Design multicycle_control, sky130hd; sources not shown.
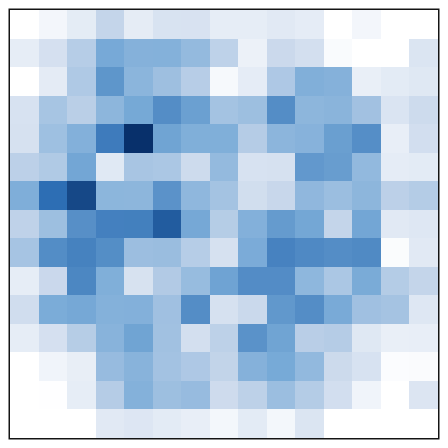
**Above:** signal metal coverage by tile.
The die is cut into 15 by 15 equal tiles; white is low, dark blue is high, scaled to the fullest tile. Values are wire area over tile area, all layers added.
nearly empty tiles = 8.4%
emptiest ninth of the die = lower right
densest ninth of the die = middle left
fullest tile = 0.51
tiles over half the peak = 20%
GRT Overall Usage: 21.76%
DR WL/cell: 14.00 um
drt total wl: 5349 um

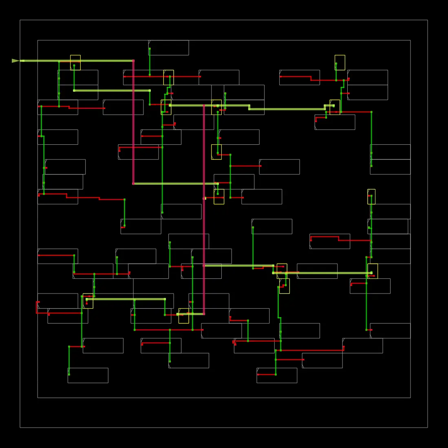
**Above:** clock wiring as the flow saved it.
Clock Skews: 32.82 ps
TritonCTS Buffers: 9

==> flow_metrics.tcl <==
# flow metrics
set metrics [dict create \
    outcome "complete, no violations" \
    leakage_nw 1.082 \
    synth.area.mux_share_pct 0 \
    tool_warnings 32 \
    maxCapViolations 0 \
    row_count 24 \
    io_pins 76 \
    nets 365 \
    internal_power_mw 1.209 \
    finalHoldWorstSlack_ps 150.6 \
    logic_area_um2 1099 \
    nClkBuffers 11 \
    clk-power_uw 405 \
    coreArea_um2 4444 \
    setup_tns_ps 0 \
    synth_cell_types 27 \
    insertion_delay_ps 470 \
    nonClockBufferCount 3 \
    synthTopCellsByArea "dfxtp_1 (48%), a21oi_1 (8.2%), nand3_1 (7.4%)" \
    grt_pass1_vias 1975 \
    stdcell_count 382 \
    routabilityCongestion 0.7537 \
    min_path_cells 1 \
    yosys_warnings 0 \
    logic_gates 224 \
    cts.reportedPaths.clkPinSlew_ps 170 \
    sh_comb_area_pct 42.29 \
    r2r_slack_ps 780 \
    layout_top_cell "dfxtp_1" \
    power-top-group "registers" \
    edf_count 0 \
    worst_ep_arrival_time_ps 2230 \
    seq_power_share_pct 61.0 \
    ys_sh_simple_pct 25.61 \
    relSlewSlack_pct 28.61 \
    netlist_logic_family_top "simple AND/OR/NAND/NOR gates" \
    ys_area_um2 2575 \
    max_freq_mhz 520.4 \
    ys_async_sr_fraction_pct 0 \
    sh_seq_area_pct 47.78 \
    cts_sinks 62 \
    rsz0062_at_grt "no" \
    via_count 2096 \
    combPwrFrac_pct 15.9 \
    dp_hpwl_um 3606 \
    setup_viol 0 \
    inv_count 27 \
    synth_xor_xnor_area_share_pct 0 \
    clk_share_pct 2.649 \
    drv_slew 0 \
    ant_nets 0 \
    lay_top_cells "dfxtp_1 (62), nand2_1 (47), a21oi_1 (42)" \
    clockRootBuffer "clkbuf_2" \
    path_cells "nor3_4 > nand2_1 > o21ai_0 > a21oi_1" \
    synthFlopType "dfxtp_1" \
    chipArea_um2 5539 \
    dominant_cells "registers" \
    antenna_found_initial 0 \
    largest_reg_flops 27 \
]
-- per-layer routing --
metal | vias up | part of all wire, % | routed length, um | global-route usage [%]
li1 | 1067 | - | - | -
met1 | 948 | 43 | 2274 | 26.76
met2 | 73 | 46 | 2459 | 33.85
met3 | 8 | 10 | 542 | 10.95
met4 | 0 | 1.4 | 73 | 5.929
met5 | - | 0 | 0 | 0
-- through the flow --
step                      instance area [um2]  total power, mW  setup WS [ps]  utilization (%)
after floorplan                          2605            1.328           1343                -
after global placement                   2529            1.364          895.9            56.90
after detailed placement                 2529            1.372          818.3            56.90
after CTS                                2597            1.775          779.2            58.45
after global routing                     2597            1.876          588.6            58.45
final                                    2597            1.754          778.3            58.45
-- worst max-delay path, delay by kind of cell, from the launching register on --
family	cells	cell delay, ps
compound gates	2	500
flops	1	420
simple gates	2	830
Power and IR drop assume default switching activity.
